===== config.mk =====
export PLATFORM = sky130hd
export DESIGN_NAME = mips_loader_flat
export DESIGN_NICKNAME = d
export VERILOG_FILES = /design/src/rtl/mips_loader_pkg.sv /design/src/rtl/mips_loader_if.sv /design/src/rtl/mips_loader_fifo.sv /design/src/rtl/mips_loader.sv /design/src/flat_wrapper.sv
export SDC_FILE = /design/constraint.sdc
export NUM_CORES = 1
export LEC_CHECK = 0
export CAP_MARGIN = 20
export CORE_ASPECT_RATIO = 0.8
export CORE_UTILIZATION = 46
export DETAILED_ROUTE_END_ITERATION = 6
export PLACE_DENSITY_LB_ADDON = 0.25
export RECOVER_POWER = 50
export SETUP_SLACK_MARGIN = 0.05
export SYNTH_ARGS = -nofsm -noshare
export SYNTH_HDL_FRONTEND = slang
export SYNTH_SLANG_ARGS = --single-unit

===== constraint.sdc =====
create_clock -name clock -period 2.8 [get_ports clock]
set_clock_uncertainty 0.1 [all_clocks]
set_input_delay 0.42 -clock clock [delete_from_list [all_inputs] [get_ports clock]]
set_output_delay 0.42 -clock clock [all_outputs]
set_load 0.03 [all_outputs]

===== src/rtl/mips_loader_pkg.sv =====
// Shared types and defaults for the MIPS instruction loader.
package mips_loader_pkg;

    localparam int DEFAULT_WIDTH    = 32;
    localparam int DEFAULT_DEPTH    = 4;
    localparam int DEFAULT_CHANNELS = 2;

    typedef enum logic [1:0] {
        HOLD  = 2'd0,
        LOAD  = 2'd1,
        DRAIN = 2'd2,
        RUN   = 2'd3
    } loader_state_t;

endpackage


===== src/rtl/mips_loader_if.sv =====
// Host load handshake, instruction-memory write bus and data-memory probe bus.
interface mips_loader_if
    import mips_loader_pkg::*;
#(
    parameter int WIDTH    = DEFAULT_WIDTH,
    parameter int CHANNELS = DEFAULT_CHANNELS
);
    logic                           load_valid_in;
    logic                           load_ready_out;
    logic [WIDTH-1:0]               load_address_in;
    logic [WIDTH-1:0]               load_instr_in;
    logic                           instrWrite_out;
    logic [WIDTH-1:0]               instr_address_out;
    logic [WIDTH-1:0]               instr_out;
    logic [CHANNELS-1:0]            probe_req_in;
    logic [CHANNELS-1:0][WIDTH-1:0] probe_address_in;
    logic [CHANNELS-1:0]            probe_ack_out;
    logic [CHANNELS-1:0][WIDTH-1:0] probe_data_out;
    logic [WIDTH-1:0]               read_data_address_out;
    logic [WIDTH-1:0]               read_data_in;

    modport slave (
        input  load_valid_in, load_address_in, load_instr_in,
        input  probe_req_in, probe_address_in, read_data_in,
        output load_ready_out, instrWrite_out, instr_address_out, instr_out,
        output probe_ack_out, probe_data_out, read_data_address_out
    );

    modport master (
        output load_valid_in, load_address_in, load_instr_in,
        output probe_req_in, probe_address_in, read_data_in,
        input  load_ready_out, instrWrite_out, instr_address_out, instr_out,
        input  probe_ack_out, probe_data_out, read_data_address_out
    );

endinterface


===== src/rtl/mips_loader_fifo.sv =====
// Load-word FIFO: {address, instruction} entries, pointers carry a wrap bit.
module loader_fifo
    import mips_loader_pkg::*;
#(
    parameter int WIDTH = DEFAULT_WIDTH,
    parameter int DEPTH = DEFAULT_DEPTH
) (
    input  logic             i_clk,
    input  logic             i_rst_n,
    input  logic             i_push,
    input  logic [WIDTH-1:0] i_addr,
    input  logic [WIDTH-1:0] i_instr,
    input  logic             i_pop,
    output logic [WIDTH-1:0] o_addr,
    output logic [WIDTH-1:0] o_instr,
    output logic             o_full,
    output logic             o_empty
);
    localparam int AW = $clog2(DEPTH);

    logic [AW:0]        r_wptr, r_rptr;
    logic [2*WIDTH-1:0] r_mem [DEPTH];
    logic               w_push, w_pop;

    assign o_empty = (r_wptr == r_rptr);
    assign o_full  = (r_wptr[AW] != r_rptr[AW]) && (r_wptr[AW-1:0] == r_rptr[AW-1:0]);
    assign w_push  = i_push && !o_full;
    assign w_pop   = i_pop && !o_empty;
    assign {o_addr, o_instr} = r_mem[r_rptr[AW-1:0]];

    always_ff @(posedge i_clk or negedge i_rst_n) begin
        if (!i_rst_n) begin
            r_wptr <= '0;
            r_rptr <= '0;
        end else begin
            if (w_push) r_wptr <= r_wptr + (AW+1)'(1);
            if (w_pop)  r_rptr <= r_rptr + (AW+1)'(1);
        end
    end

    // Storage needs no reset: emptiness is defined by the pointers alone.
    always_ff @(posedge i_clk) begin
        if (w_push) r_mem[r_wptr[AW-1:0]] <= {i_addr, i_instr};
    end

endmodule


===== src/rtl/mips_loader.sv =====
// Instruction loader with core-reset FSM and round-robin data-memory probes.
// Optional checksum_out output enabled by defining MIPS_LOADER_CHECKSUM_EN.
module mips_loader
    import mips_loader_pkg::*;
#(
    parameter int WIDTH    = DEFAULT_WIDTH,
    parameter int DEPTH    = DEFAULT_DEPTH,
    parameter int CHANNELS = DEFAULT_CHANNELS
) (
    input  logic             clock,
    input  logic             reset_in,
    input  logic             start_in,
    input  logic             halt_in,
    output logic             cpu_reset_out,
    output logic [WIDTH-1:0] load_count_out,
`ifdef MIPS_LOADER_CHECKSUM_EN
    output logic [WIDTH-1:0] checksum_out,
`endif
    mips_loader_if.slave     bus
);
    localparam int PTR_W = (CHANNELS > 1) ? $clog2(CHANNELS) : 1;

    loader_state_t r_state, w_state_next;
    logic             w_push, w_pop, w_full, w_empty, w_start, w_clear;
    logic [WIDTH-1:0] w_head_addr, w_head_instr;
    logic             r_write, r_cpu_reset;
    logic [WIDTH-1:0] r_waddr, r_wdata, r_count;

    assign bus.load_ready_out = !w_full && (r_state != RUN);
    assign w_push  = bus.load_valid_in && bus.load_ready_out;
    assign w_pop   = !w_empty;
    assign w_start = start_in && !halt_in;
    assign w_clear = (r_state == RUN) && halt_in;

    loader_fifo #(.WIDTH(WIDTH), .DEPTH(DEPTH)) u_fifo (
        .i_clk   (clock),
        .i_rst_n (reset_in),
        .i_push  (w_push),
        .i_addr  (bus.load_address_in),
        .i_instr (bus.load_instr_in),
        .i_pop   (w_pop),
        .o_addr  (w_head_addr),
        .o_instr (w_head_instr),
        .o_full  (w_full),
        .o_empty (w_empty)
    );

    // A word pushed on the start edge counts as queued, so it is never stranded in RUN.
    always_comb begin
        w_state_next = r_state;
        case (r_state)
            HOLD:    if (w_start && w_empty && !w_push) w_state_next = RUN;
                     else if (w_push)                   w_state_next = LOAD;
            LOAD:    if (w_start) w_state_next = (w_empty && !w_push) ? RUN : DRAIN;
            DRAIN:   if (w_empty && !w_push && !r_write) w_state_next = RUN;
            RUN:     if (halt_in) w_state_next = HOLD;
            default: w_state_next = HOLD;
        endcase
    end

    always_ff @(posedge clock or negedge reset_in) begin
        if (!reset_in) begin
            r_state     <= HOLD;
            r_cpu_reset <= 1'b1;
            r_write     <= 1'b0;
            r_waddr     <= '0;
            r_wdata     <= '0;
            r_count     <= '0;
        end else begin
            r_state     <= w_state_next;
            r_cpu_reset <= (w_state_next != RUN);
            r_write     <= w_pop;
            if (w_pop) begin
                r_waddr <= w_head_addr;
                r_wdata <= w_head_instr;
            end
            if (w_clear)    r_count <= '0;
            else if (w_pop) r_count <= r_count + WIDTH'(1);
        end
    end

    assign cpu_reset_out         = r_cpu_reset;
    assign bus.instrWrite_out    = r_write;
    assign bus.instr_address_out = r_waddr;
    assign bus.instr_out         = r_wdata;
    assign load_count_out        = r_count;

`ifdef MIPS_LOADER_CHECKSUM_EN
    logic [WIDTH-1:0] r_csum;

    always_ff @(posedge clock or negedge reset_in) begin
        if (!reset_in)  r_csum <= '0;
        else if (w_clear) r_csum <= '0;
        else if (w_pop)   r_csum <= r_csum ^ w_head_instr;
    end

    assign checksum_out = r_csum;
`endif

    logic [CHANNELS-1:0]            w_elig, r_ack;
    logic [CHANNELS-1:0][WIDTH-1:0] r_pdata;
    logic [PTR_W-1:0]               r_rr, w_gnt, w_hi, w_lo;
    logic                           w_gnt_vld, w_hi_vld, w_lo_vld;

    // Channels in their ack cycle are masked so a held request is not served twice.
    assign w_elig = bus.probe_req_in & ~r_ack;

    always_comb begin
        w_hi_vld = 1'b0;
        w_lo_vld = 1'b0;
        w_hi     = '0;
        w_lo     = '0;
        for (int j = CHANNELS - 1; j >= 0; j--) begin
            if (w_elig[j]) begin
                if (j >= int'(r_rr)) begin
                    w_hi_vld = 1'b1;
                    w_hi     = PTR_W'(j);
                end
                w_lo_vld = 1'b1;
                w_lo     = PTR_W'(j);
            end
        end
        w_gnt_vld = w_hi_vld || w_lo_vld;
        w_gnt     = w_hi_vld ? w_hi : w_lo;
    end

    assign bus.read_data_address_out = w_gnt_vld ? bus.probe_address_in[w_gnt] : '0;

    always_ff @(posedge clock or negedge reset_in) begin
        if (!reset_in) begin
            r_rr    <= '0;
            r_ack   <= '0;
            r_pdata <= '0;
        end else begin
            r_ack <= '0;
            if (w_gnt_vld) begin
                r_ack[w_gnt]   <= 1'b1;
                r_pdata[w_gnt] <= bus.read_data_in;
                r_rr           <= (int'(w_gnt) == CHANNELS - 1) ? '0 : w_gnt + PTR_W'(1);
            end
        end
    end

    assign bus.probe_ack_out  = r_ack;
    assign bus.probe_data_out = r_pdata;

endmodule


===== src/flat_wrapper.sv =====
// flat-port wrapper written by rule: the top's interface ports become plain ports
module mips_loader_flat import mips_loader_pkg::*;
#(
    parameter int WIDTH    = DEFAULT_WIDTH,
    parameter int DEPTH    = DEFAULT_DEPTH,
    parameter int CHANNELS = DEFAULT_CHANNELS
)
  (clock, reset_in, start_in, halt_in, cpu_reset_out, load_count_out, bus_load_valid_in, bus_load_address_in, bus_load_instr_in, bus_probe_req_in, bus_probe_address_in, bus_read_data_in, bus_load_ready_out, bus_instrWrite_out, bus_instr_address_out, bus_instr_out, bus_probe_ack_out, bus_probe_data_out, bus_read_data_address_out);
  mips_loader_if #(.WIDTH(WIDTH), .CHANNELS(CHANNELS)) bus_i ();
  input  logic clock;
  input  logic reset_in;
  input  logic start_in;
  input  logic halt_in;
  output logic cpu_reset_out;
  output logic [WIDTH-1:0] load_count_out;
  input wire logic [$bits(bus_i.load_valid_in)-1:0] bus_load_valid_in;
  input wire logic [$bits(bus_i.load_address_in)-1:0] bus_load_address_in;
  input wire logic [$bits(bus_i.load_instr_in)-1:0] bus_load_instr_in;
  input wire logic [$bits(bus_i.probe_req_in)-1:0] bus_probe_req_in;
  input wire logic [$bits(bus_i.probe_address_in)-1:0] bus_probe_address_in;
  input wire logic [$bits(bus_i.read_data_in)-1:0] bus_read_data_in;
  output wire logic [$bits(bus_i.load_ready_out)-1:0] bus_load_ready_out;
  output wire logic [$bits(bus_i.instrWrite_out)-1:0] bus_instrWrite_out;
  output wire logic [$bits(bus_i.instr_address_out)-1:0] bus_instr_address_out;
  output wire logic [$bits(bus_i.instr_out)-1:0] bus_instr_out;
  output wire logic [$bits(bus_i.probe_ack_out)-1:0] bus_probe_ack_out;
  output wire logic [$bits(bus_i.probe_data_out)-1:0] bus_probe_data_out;
  output wire logic [$bits(bus_i.read_data_address_out)-1:0] bus_read_data_address_out;
  assign bus_i.load_valid_in = bus_load_valid_in;
  assign bus_i.load_address_in = bus_load_address_in;
  assign bus_i.load_instr_in = bus_load_instr_in;
  assign bus_i.probe_req_in = bus_probe_req_in;
  assign bus_i.probe_address_in = bus_probe_address_in;
  assign bus_i.read_data_in = bus_read_data_in;
  assign bus_load_ready_out = bus_i.load_ready_out;
  assign bus_instrWrite_out = bus_i.instrWrite_out;
  assign bus_instr_address_out = bus_i.instr_address_out;
  assign bus_instr_out = bus_i.instr_out;
  assign bus_probe_ack_out = bus_i.probe_ack_out;
  assign bus_probe_data_out = bus_i.probe_data_out;
  assign bus_read_data_address_out = bus_i.read_data_address_out;
  mips_loader #(.WIDTH(WIDTH), .DEPTH(DEPTH), .CHANNELS(CHANNELS)) u_core (.clock(clock), .reset_in(reset_in), .start_in(start_in), .halt_in(halt_in), .cpu_reset_out(cpu_reset_out), .load_count_out(load_count_out), .bus(bus_i));
endmodule

**Congestion heat map**

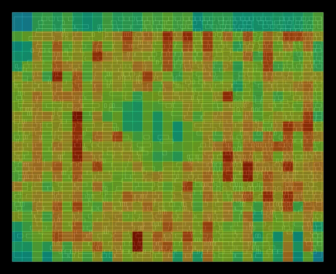
GRT busiest layer: met2
met3 usage: 4.97%
M1 GR Usage: 28.3%
total track usage: 20.9%
M2 GR Usage: 34.4%

**Selected gate families**

(1.5 px per um)
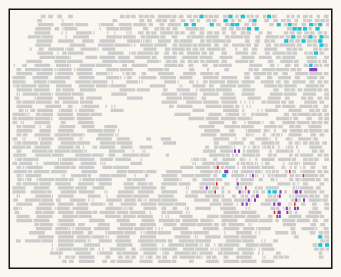
Key: inv cells = red [cells 9, most used inv_1]; aoi and oai cells = purple [cells 28, most used a21oi_1, where lower right]; non-inverting ao/oa cells = cyan [cells 36, most used a22o_1]

**Nets reached from selected ports**

(2 px per um)
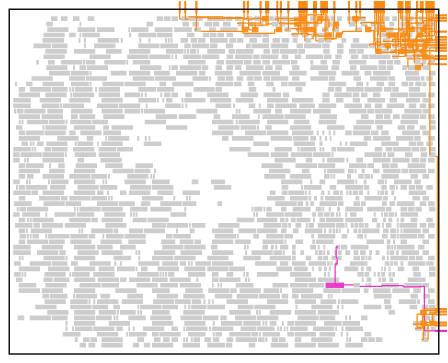
Key: `bus_probe_address_in` = orange [direction input, end cells 32, wire 1600 um]; `bus_instrWrite_out` = magenta [direction output, end cells 1, wire 93.9 um]

**Routed clock nets over the placement**

(2 px per um)
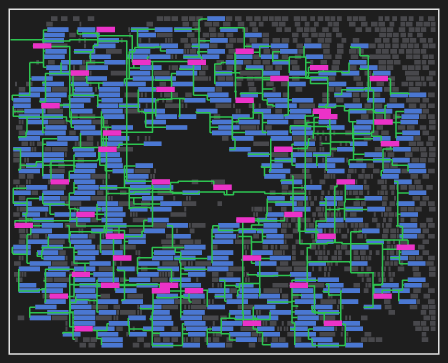
Key: flip-flops = blue [count 429]; clock-net drivers = magenta [count 43]; clock wires = green [length 4780 um]
Position of the flops: spread over the die. There are 44 routed clock nets.

**Signal metal coverage by tile**

(1.5 px per um) 21 x 17 tiles, from white (low) to dark blue (high), scaled to the fullest tile. Values are wire area over tile area, all layers added.
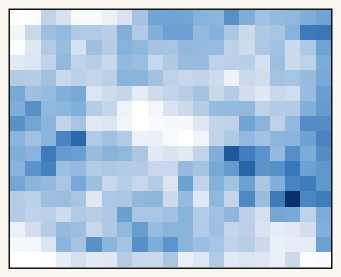
2.5% of the tiles are nearly empty. The mean over all tiles is 0.17. The densest ninth of the die: middle right.
post-DR wirelength/cell: 20.1 um
vias post-DR: 10041
final wirelength: 38500 um

==> run summary <==
Status = complete, but fails checks
Violated checks = capacitance limit, slew limit
Delay-heaviest family, CP = AND-OR/OR-AND gates
RSZ-0062 raised after global routing = false
Flop area = 12000 sq um
Worst ir drop on vdd = 0.967 mV
Dominant logic cell type in the layout = clkdlybuf4s50_1
Comb. cell area = 4310 sq um
Fin crit share = 93.6%
Simple Share, Synth = 7.94%
IO Port Bufs = 363
Clk pwr share = 24.2%
Worst hold start = u_core.bus.instr_out[14]$_DFFE_PN0P_
Final Max Slew Viols = 61
Die Y = 172 um
Placed instance count = 1834
Top cells by area = edfxtp_1 46%, dfrtp_1 26%, mux4_2 8.7%
Drt pass-1 iters = 5
Worst r2r dst = u_core.u_fifo.r_mem[1][35]$_DFFE_PP_
Initial antenna violation count = 11
Cell Area, Synth = 16500 sq um
Hold-fix buffers at CTS = 1
Final Hold Viols = 0
OpenROAD warning count = 29
DRT iter0 DRCs = 733
Top cell area share = 46.5%
Crit-path cells = nand2b_1 -> o21a_1 -> buf_12 -> a22o_1 -> buf_4
Yosys Instances = 1024
Post-synthesis cell count = 1024
Netlist cell types = 42
Clock-cell share of area = 6.47%
Fin worst setup slack = 180 ps
Slowest stage cell on the critical path = dfrtp_1
Top Consumer = registers
WHS = 362 ps
Slew HR = -1.47%
Hold path endpoint = u_core.bus.instr_out[14]$_DFFE_PN0P_
Final GP Congestion = 0.878
Flops after synth = 429
Critical R2R Launch = u_core.u_fifo.r_rptr[0]$_DFFE_PN0P_
Largest cell class by area = sequential cells
WS Path Type = register to output pin
# clk buffers = 60
Met1 WL = 16400 um
Min-Delay Path Depth = 2
PD cells = 1080 nW/um^2
Most frequently placed logic cells in the final layout = 265 x clkdlybuf4s50_1, 256 x edfxtp_1, 215 x nand2_1, 170 x dfrtp_1, 65 x dlygate4sd3_1
Total combinational power = 8.98 mW
Count of library flops with an enable pin = 256
Top-Level Pins = 364
Max Cap Viol = 1
Most common cell in the netlist = edfxtp_1
WP data arrival = 2100 ps
Max reg flops = 256
Clk buf depth = 3
Avg Vias per Cell = 5.23
Total congestion overflow = 0
Tap cells = 472
Capture point of the critical path = bus_read_data_address_out[16]
# H-tree levels = 2
Setup Buffers After CTS = 0
Buf/Inv on CP = 2
Logic gate fraction of the total cell area = 19.3%
Non-clock inverter count = 9
No activity file was given, so power comes from the tool's default toggle rates.
